==> src/rtl/regfile_pkg.sv <==
// Shared defaults for the register-file write path: widths, the hard-wired zero register,
// and a pointer-width helper used by the arbiter and its top level.
package regfile_pkg;
    localparam int DATA_W_DEF = 32;
    localparam int ADDR_W_DEF = 5;
    localparam logic [4:0] REG_ZERO = 5'd0;

    function automatic int ptr_w(input int n);
        return (n > 1) ? $clog2(n) : 1;
    endfunction
endpackage

==> src/rtl/regfile_write_arbiter_rr_arbiter.sv <==
// Round-robin priority pick: rotate the request vector by the pointer, take the lowest
// set bit, and map it back to the original requester index.
module rr_arbiter
    import regfile_pkg::*;
#(
    parameter int N  = 3,
    parameter int PW = ptr_w(N)
) (
    input  logic [N-1:0]  req,
    input  logic [PW-1:0] ptr,
    output logic [N-1:0]  grant,
    output logic [PW-1:0] idx
);
    logic [PW-1:0] rot_idx [N];
    logic [N-1:0]  rot_req;
    logic          found;

    // rot_idx[k] = (ptr + k) mod N; ptr is always < N so one conditional subtract suffices
    generate
        for (genvar gi = 0; gi < N; gi++) begin : g_rot
            logic [PW:0] sum;
            assign sum          = {1'b0, ptr} + (PW+1)'(gi);
            assign rot_idx[gi]  = (sum >= (PW+1)'(N)) ? PW'(sum - (PW+1)'(N)) : sum[PW-1:0];
            assign rot_req[gi]  = req[rot_idx[gi]];
        end
    endgenerate

    always_comb begin
        found = 1'b0;
        idx   = '0;
        for (int k = 0; k < N; k++) begin
            if (!found && rot_req[k]) begin
                found = 1'b1;
                idx   = rot_idx[k];
            end
        end
        grant = found ? (N'(1) << idx) : '0;
    end
endmodule

==> src/rtl/regfile_write_arbiter.sv <==
// Shares the register-file write port among N_REQ write-back sources: round-robin grant,
// one registered output stage that drops $0 writes, and forwarding of the write in flight.
module regfile_write_arbiter
    import regfile_pkg::*;
#(
    parameter int N_REQ  = 3,
    parameter int DATA_W = DATA_W_DEF,
    parameter int ADDR_W = ADDR_W_DEF
) (
    input  logic                     clk,
    input  logic                     rst_n,
    input  logic                     hold,
    input  logic [N_REQ-1:0]         req_valid,
    input  logic [N_REQ*ADDR_W-1:0]  req_addr,
    input  logic [N_REQ*DATA_W-1:0]  req_data,
    output logic [N_REQ-1:0]         req_ready,
    output logic                     rf_we,
    output logic [ADDR_W-1:0]        rf_addr,
    output logic [DATA_W-1:0]        rf_wdata,
    input  logic [ADDR_W-1:0]        rs_addr,
    input  logic [ADDR_W-1:0]        rt_addr,
    output logic                     fwd_rs_hit,
    output logic                     fwd_rt_hit,
    output logic [DATA_W-1:0]        fwd_data
);
    localparam int PW = ptr_w(N_REQ);
    localparam logic [ADDR_W-1:0] ZERO_ADDR = ADDR_W'(REG_ZERO);

    logic [ADDR_W-1:0] addr_arr [N_REQ];
    logic [DATA_W-1:0] data_arr [N_REQ];
    logic [N_REQ-1:0]  grant;
    logic [PW-1:0]     gnt_idx;
    logic [PW-1:0]     ptr_reg, ptr_next;
    logic              xfer;
    logic              rf_we_reg;
    logic [ADDR_W-1:0] rf_addr_reg;
    logic [DATA_W-1:0] rf_wdata_reg;

    generate
        for (genvar gi = 0; gi < N_REQ; gi++) begin : g_unpack
            assign addr_arr[gi] = req_addr[gi*ADDR_W +: ADDR_W];
            assign data_arr[gi] = req_data[gi*DATA_W +: DATA_W];
        end
    endgenerate

    rr_arbiter #(.N(N_REQ), .PW(PW)) u_rr (
        .req   (req_valid),
        .ptr   (ptr_reg),
        .grant (grant),
        .idx   (gnt_idx)
    );

    // No grants while reset is asserted, so nothing is accepted that would then be lost silently
    always_comb begin
        req_ready = (rst_n && !hold) ? grant : '0;
        xfer      = |(req_valid & req_ready);
        ptr_next  = ptr_reg;
        if (xfer) begin
            ptr_next = (gnt_idx == PW'(N_REQ - 1)) ? '0 : gnt_idx + PW'(1);
        end
    end

    always_ff @(posedge clk or negedge rst_n) begin
        if (!rst_n) begin
            ptr_reg      <= '0;
            rf_we_reg    <= 1'b0;
            rf_addr_reg  <= '0;
            rf_wdata_reg <= '0;
        end else begin
            ptr_reg   <= ptr_next;
            rf_we_reg <= xfer && (addr_arr[gnt_idx] != ZERO_ADDR);
            if (xfer) begin
                rf_addr_reg  <= addr_arr[gnt_idx];
                rf_wdata_reg <= data_arr[gnt_idx];
            end
        end
    end

    assign rf_we      = rf_we_reg;
    assign rf_addr    = rf_addr_reg;
    assign rf_wdata   = rf_wdata_reg;
    assign fwd_data   = rf_wdata_reg;
    assign fwd_rs_hit = rf_we_reg && (rf_addr_reg == rs_addr) && (rs_addr != ZERO_ADDR);
    assign fwd_rt_hit = rf_we_reg && (rf_addr_reg == rt_addr) && (rt_addr != ZERO_ADDR);
endmodule

==> config.mk <==
export PLATFORM = sky130hd
export DESIGN_NAME = regfile_write_arbiter
export DESIGN_NICKNAME = d
export VERILOG_FILES = /design/src/rtl/regfile_pkg.sv /design/src/rtl/regfile_write_arbiter_rr_arbiter.sv /design/src/rtl/regfile_write_arbiter.sv
export SDC_FILE = /design/constraint.sdc
export NUM_CORES = 1
export LEC_CHECK = 0
export CAP_MARGIN = 20
export CORE_ASPECT_RATIO = 1.2
export CORE_MARGIN = 10
export CORE_UTILIZATION = 33
export CTS_BUF_LIST = sky130_fd_sc_hd__clkbuf_16
export CTS_CLUSTER_SIZE = 24
export DETAILED_ROUTE_END_ITERATION = 6
export GPL_TIMING_DRIVEN = 0
export PLACE_DENSITY = 0.83
export SLEW_MARGIN = 20
export SYNTH_ARGS = -nofsm -noshare
export SYNTH_HDL_FRONTEND = slang
export SYNTH_SLANG_ARGS = --single-unit
==> constraint.sdc <==
create_clock -name clk -period 2.7 [get_ports clk]
set_input_delay 0.675 -clock clk [delete_from_list [all_inputs] [get_ports clk]]
set_output_delay 0.675 -clock clk [all_outputs]
set_load 0.005 [all_outputs]
Run 1, wire density map:
Drawn at 3 px/um. The die is cut into 22 by 25 equal tiles; white is low, dark blue is high, scaled to the fullest tile. Values are wire area over tile area, all layers added.
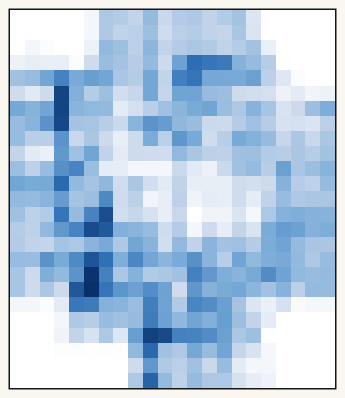
tiles over half the peak = 18%
nearly empty tiles = 16%
fullest tile = 0.52
aggregate routed wire length: 13600 um
Total GRT Usage: 19.1%

Run 1, selected gate families:
Drawn at 4 px/um.
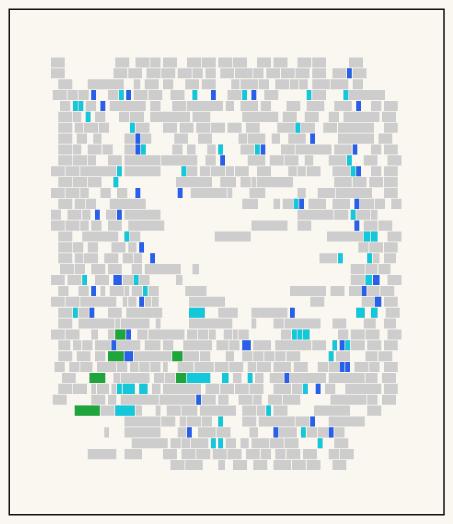
blue -> NAND gates  # cells 45
cyan -> NOR gates  # cells 53
green -> AND-OR and OR-AND gates  # cells 6
dominant logic cell type in the layout: clkdlybuf4s50_1
Layout Cells excl Fill: 696
logic share of the area: 31.0%

Run 1, track usage over the die:
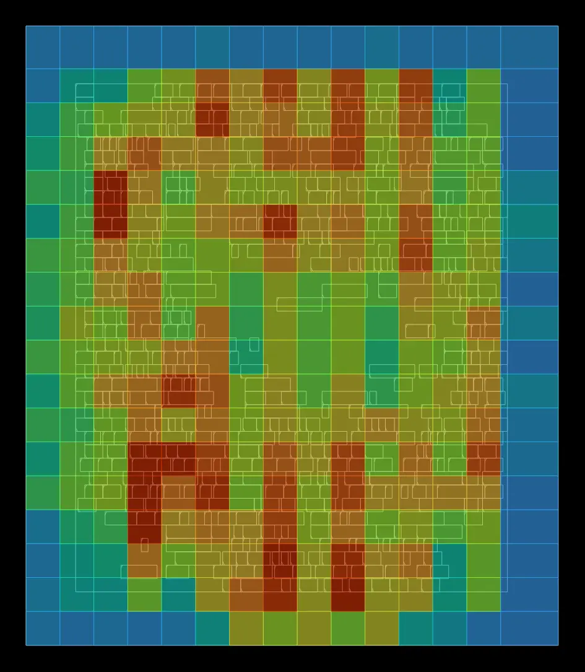
drt wl/cell: 19.5 um
grt peak-use layer: met2

Run 1, layout detail:
Region (39, 23) to (69, 53) um. Cells in gray, sequential cells in the stronger gray; small squares are vias.
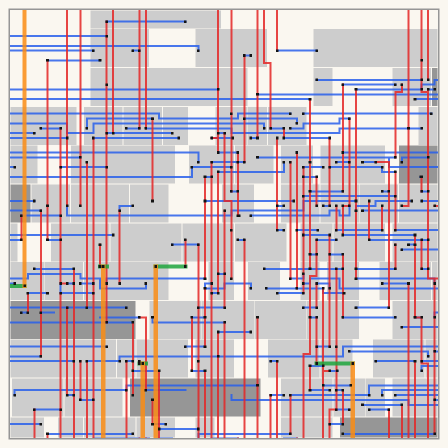
blue -> met1
green -> met3
orange -> met4
red -> met2
netlist names of flops here include = fwd_data (2), ptr_reg (1)
most frequent = clkdlybuf4s50_1 (17), and3_1 (7), buf_4 (6)
sequential cells in the window = 3
cells with their middle in the window = 69

==> job_summary.md, run 1 <==
### Yosys + OpenROAD results

| Metric | Value |
|---|---|
| Height of the die | 126 um |
| Hold Crit Class | primary input to asynchronous set/reset pin |
| Post-Syn Nets | 482 |
| Psw | 2.27 mW |
| Avg Cell Area, Syn | 8.80 um2 |
| Leak pwr | 2.49 nW |
| Clock buffer depth | 2 |
| Final Slew Violations | 0 |
| Synthesized instance count | 351 |
| Endpoints failing setup | 3 |
| CP Capture Type | output port |
| CTS sink count | 40 |
| Mux share | 0.972% |
| Design Power | 5.92 mW |
| Internal | 3.65 mW |
| H-Tree Depth | 2 |
| Initial antenna violation count | 0 |
| Dpl cell area | 5270 um2 |
| Drt via density | 5.07 |
| Hold Slack | 400 ps |
| Met1 Use GR | 20.0% |
| Comb power frac | 68.9% |
| Layout net count | 706 |
| Final worst slack | -185 ps |
| Filler cell count | 753 |
| Critical path class | primary input to output port |
| Layout Utilization | 63.2% |
| Violated checks | negative setup slack |
| Aoi share | 27.7% |
| Die X-Extent | 108 um |
| Combinational group power | 4.08 mW |
| Global-route wire length before repair | 21000 um |
| Post-synth EDFFs | 0 |
| Outcome | finished, violations left |
| Critical Path Fanout Max | 10 |
| Met3 usage | 6.02% |
| Buffering overhead | 45.6% |
| I/O Pins | 202 |
| Post-route DRC | 0 |
| CP Launch Type | primary input |
| Design area | 5740 um2 |
| Final hold vios | 0 |
| # Post-CTS Setup Buffers | 18 |
| CTS resizes | 65 |
| Layout cells sized above 1 | 23.3% |
| Clk tree area frac | 2.83% |
| Clock share of power | 11.2% |
| Top post-synthesis cells by count | nor2_1, nand2_1, dfrtp_1 |
| Initial DRC Count | 99 |
| Async set-reset flop share out of synthesis | 100% |
| Dominant comb cell | AND-OR/OR-AND gates |
| Vias in the first global route | 3920 |
| VDD IR-drop max | 0.879 mV |
| Top cell category | non-clock buffers |
| Xor+xnor area frac | 2.27% |
| Share of power burned in registers | 19.9% |
| Cts bufs inserted | 5 |
| Registers | 40 |
[run 1: worst paths after layout]
kind                                            end  slack, ps  cells past startpoint                      from
setup reg to reg           fwd_data[15]$_DFFE_PN0P_         90                     12    ptr_reg[0]$_DFFE_PN0P_
hold / removal             fwd_data[10]$_DFFE_PN0P_        400                      1                     rst_n
hold reg to reg            fwd_data[31]$_DFFE_PN0P_        510                      2  fwd_data[31]$_DFFE_PN0P_
min in group clk           fwd_data[31]$_DFFE_PN0P_        510                      2  fwd_data[31]$_DFFE_PN0P_
max in group asynchronous    ptr_reg[0]$_DFFE_PN0P_       1770                      2                     rst_n
setup / recovery                       req_ready[0]       -180                      7              req_valid[2]
[run 1: critical path: stages]
cell and delay (ps):
dlygate4sd2_1 340, mux2i_1 170, or2_1 310, buf_2 220, and2_4 170, nor3_4 180
buf_2 140
==> run 1 -> run 2 <==
--- a/config.mk
+++ b/config.mk
@@ -12,6 +12,7 @@
 export CTS_BUF_LIST = sky130_fd_sc_hd__clkbuf_16
 export CTS_CLUSTER_SIZE = 24
 export DETAILED_ROUTE_END_ITERATION = 6
+export GPL_ROUTABILITY_DRIVEN = 0
 export GPL_TIMING_DRIVEN = 0
 export PLACE_DENSITY = 0.83
 export SLEW_MARGIN = 20
Run 2, track usage over the die:
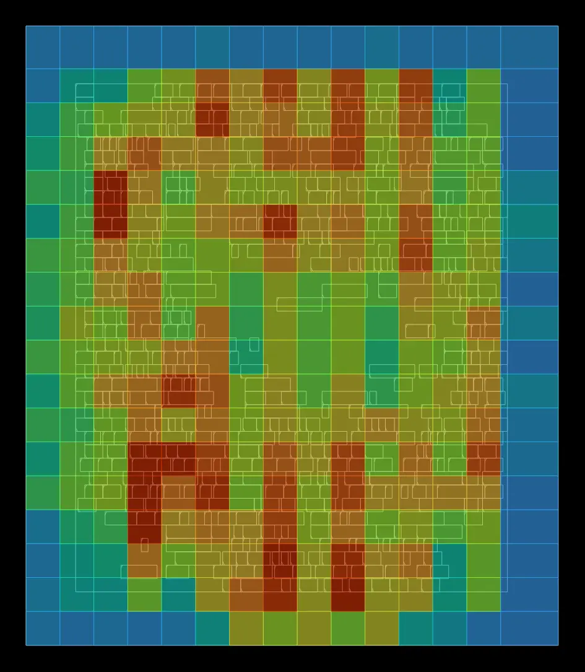
met1 Use GR: 20.0%
met2 usage: 35.3%
Layout Utilization: 63.2%
met3 usage: 6.02%

Run 2, layout detail:
Region (39, 23) to (69, 53) um. Cells in gray, sequential cells in the stronger gray; small squares are vias.
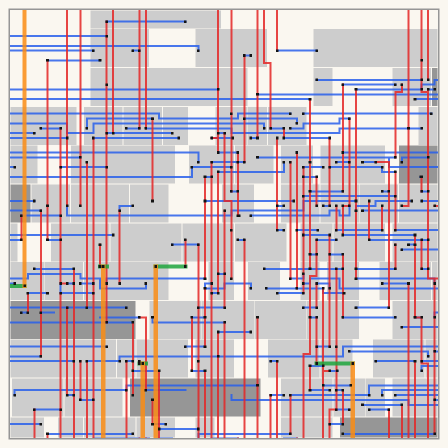
red -> met2
blue -> met1
green -> met3
orange -> met4
sequential cells in the window = 3
cells with their middle in the window = 69
netlist names of flops here include = fwd_data (2), ptr_reg (1)
most frequent = clkdlybuf4s50_1 (17), and3_1 (7), buf_4 (6)

Run 2, selected gate families:
Drawn at 4 px/um.
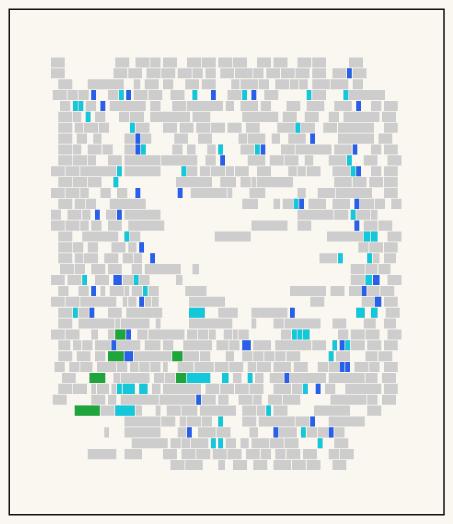
green -> AND-OR and OR-AND gates  # cells 6
cyan -> NOR gates  # cells 53
blue -> NAND gates  # cells 45

==> job_summary.md, run 2 <==
### Yosys + OpenROAD results

| Metric | Value |
|---|---|
| Layout Cells excl Fill | 696 (unchanged) |
| Layout net count | 706 (unchanged) |
| Ant diodes | 0 |
| Final Slew Violations | 0 (unchanged) |
| Initial antenna violation count | 0 (unchanged) |
| Internal | 3.65 mW (unchanged) |
| Xor+xnor area frac | 2.27% (unchanged) |
| Reg2reg end | fwd_data[15]$_DFFE_PN0P_ |
| Filler cell count | 753 (unchanged) |
| Avg Cell Area, Syn | 8.80 um2 (unchanged) |
| Core Area | 9080 um2 |
| Top cells excl fill/tap | clkdlybuf4s50_1, buf_4, nor2_1 |
| Clock buffer depth | 2 (unchanged) |
| Aggregate routed wire length | 13600 um (unchanged) |
| Die ar. | 13600 um2 |
| Violated checks | negative setup slack |
| Mux share | 0.972% (unchanged) |
| Dominant comb cell | AND-OR/OR-AND gates |
| VDD IR-drop max | 0.879 mV (unchanged) |
| Design Power | 5.92 mW (unchanged) |
| Combinational group power | 4.08 mW (about the same) |
| Top area contributor share | 32.4% |
| Inst Count DP | 673 |
| CP Launch Type | primary input |
| Drt via density | 5.07 (unchanged) |
| CTS sink count | 40 (unchanged) |
| Die X-Extent | 108 um (unchanged) |
| CTS tree | built |
| Worst reg2reg path depth | 12 (unchanged) |
| Hold Crit Class | primary input to asynchronous set/reset pin |
| RR Startpoint | ptr_reg[0]$_DFFE_PN0P_ |
| Distinct cell type count after synthesis | 38 |
| Leak pwr | 2.49 nW (unchanged) |
| I/O Pins | 202 (unchanged) |
| Post-route DRC | 0 (unchanged) |
| Outcome | finished, violations left |
| # Post-CTS Setup Buffers | 18 (unchanged) |
| Fin Setup TNS | -510 ps |
| Height of the die | 126 um (unchanged) |
| CTS resizes | 65 (unchanged) |
| Worst EP required | 2030 ps |
| Async set-reset flop share out of synthesis | 100% (unchanged) |
| Dominant logic cell type in the layout | clkdlybuf4s50_1 |
| Initial DRC Count | 99 (unchanged) |
| H-Tree Depth | 2 (unchanged) |
| Critical Path End | req_ready[0] |
| Final worst slack | -185 ps (unchanged) |
| Final hold vios | 0 (unchanged) |
| R2R setup slack | 90 ps (about the same) |
| Vias in the first global route | 3920 (unchanged) |
| Clock Power | 661 uW |
| Top post-synthesis cells by count | nor2_1, nand2_1, dfrtp_1 |
| Critical path class | primary input to output port |
| CP Capture Type | output port |
| Global-route wire length before repair | 21000 um (unchanged) |
| Total GRT Usage | 19.1% (unchanged) |
| Crit path launch | req_valid[2] |
| Drt wl/cell | 19.5 um (unchanged) |
| Aoi share | 27.7% (unchanged) |
| Post-Syn Nets | 482 (unchanged) |
| Mapped cell area | 3090 um2 |
| Post-synth EDFFs | 0 (unchanged) |
| Skew final | 6.88 ps |
| Endpoints failing setup | 3 (unchanged) |
| Top cells by area | dfrtp_1, buf_4, a211oi_2 |
| Share of power burned in registers | 19.9% (about the same) |
| Critical Path Fanout Max | 10 (unchanged) |
| PD cells | 1030 nW/um2 |
| Comb power frac | 68.9% (about the same) |
| Dpl cell area | 5270 um2 (unchanged) |
| Port Buffers | 201 |
| Layout cells sized above 1 | 23.3% (unchanged) |
| Pin count of the biggest net entering global routing | 24 |
| Clock share of power | 11.2% (about the same) |
| Design area | 5740 um2 (unchanged) |
| Synthesized instance count | 351 (unchanged) |
| Psw | 2.27 mW (unchanged) |
| Hold Slack | 400 ps (unchanged) |
| Cts bufs inserted | 5 (unchanged) |
==> run 2: cell counts after synthesis <==
Identical to the previous run, type by type.
==> run 2: worst max-delay path: stages <==
cell,delay (ps)
dlygate4sd2_1,340
mux2i_1,170
or2_1,310
buf_2,220
and2_4,170
nor3_4,180
buf_2,140
==> run 2: per-layer routing <==
layer,part of all wire [%],global-route usage (%),vias up
met5,0,0,-
met4,2.1,5.36,0
met3,7.8,6.02,22
met2,53,35.3,151
met1,37,20.0,1675
li1,-,-,1682
==> run 2: layout make-up <==
type / count / area share, %
Tap cell: 120 / 2.62
Inverter: 6 / 0.436
Clock inverter: 3 / 0.654
Buffer: 57 / 7.59
Multi-Input combinational cell: 245 / 31.0
Timing Repair Buffer: 220 / 38.0
Clock buffer: 5 / 2.18
Sequential cell: 40 / 17.5
Power is estimated from default activity; no workload was simulated.
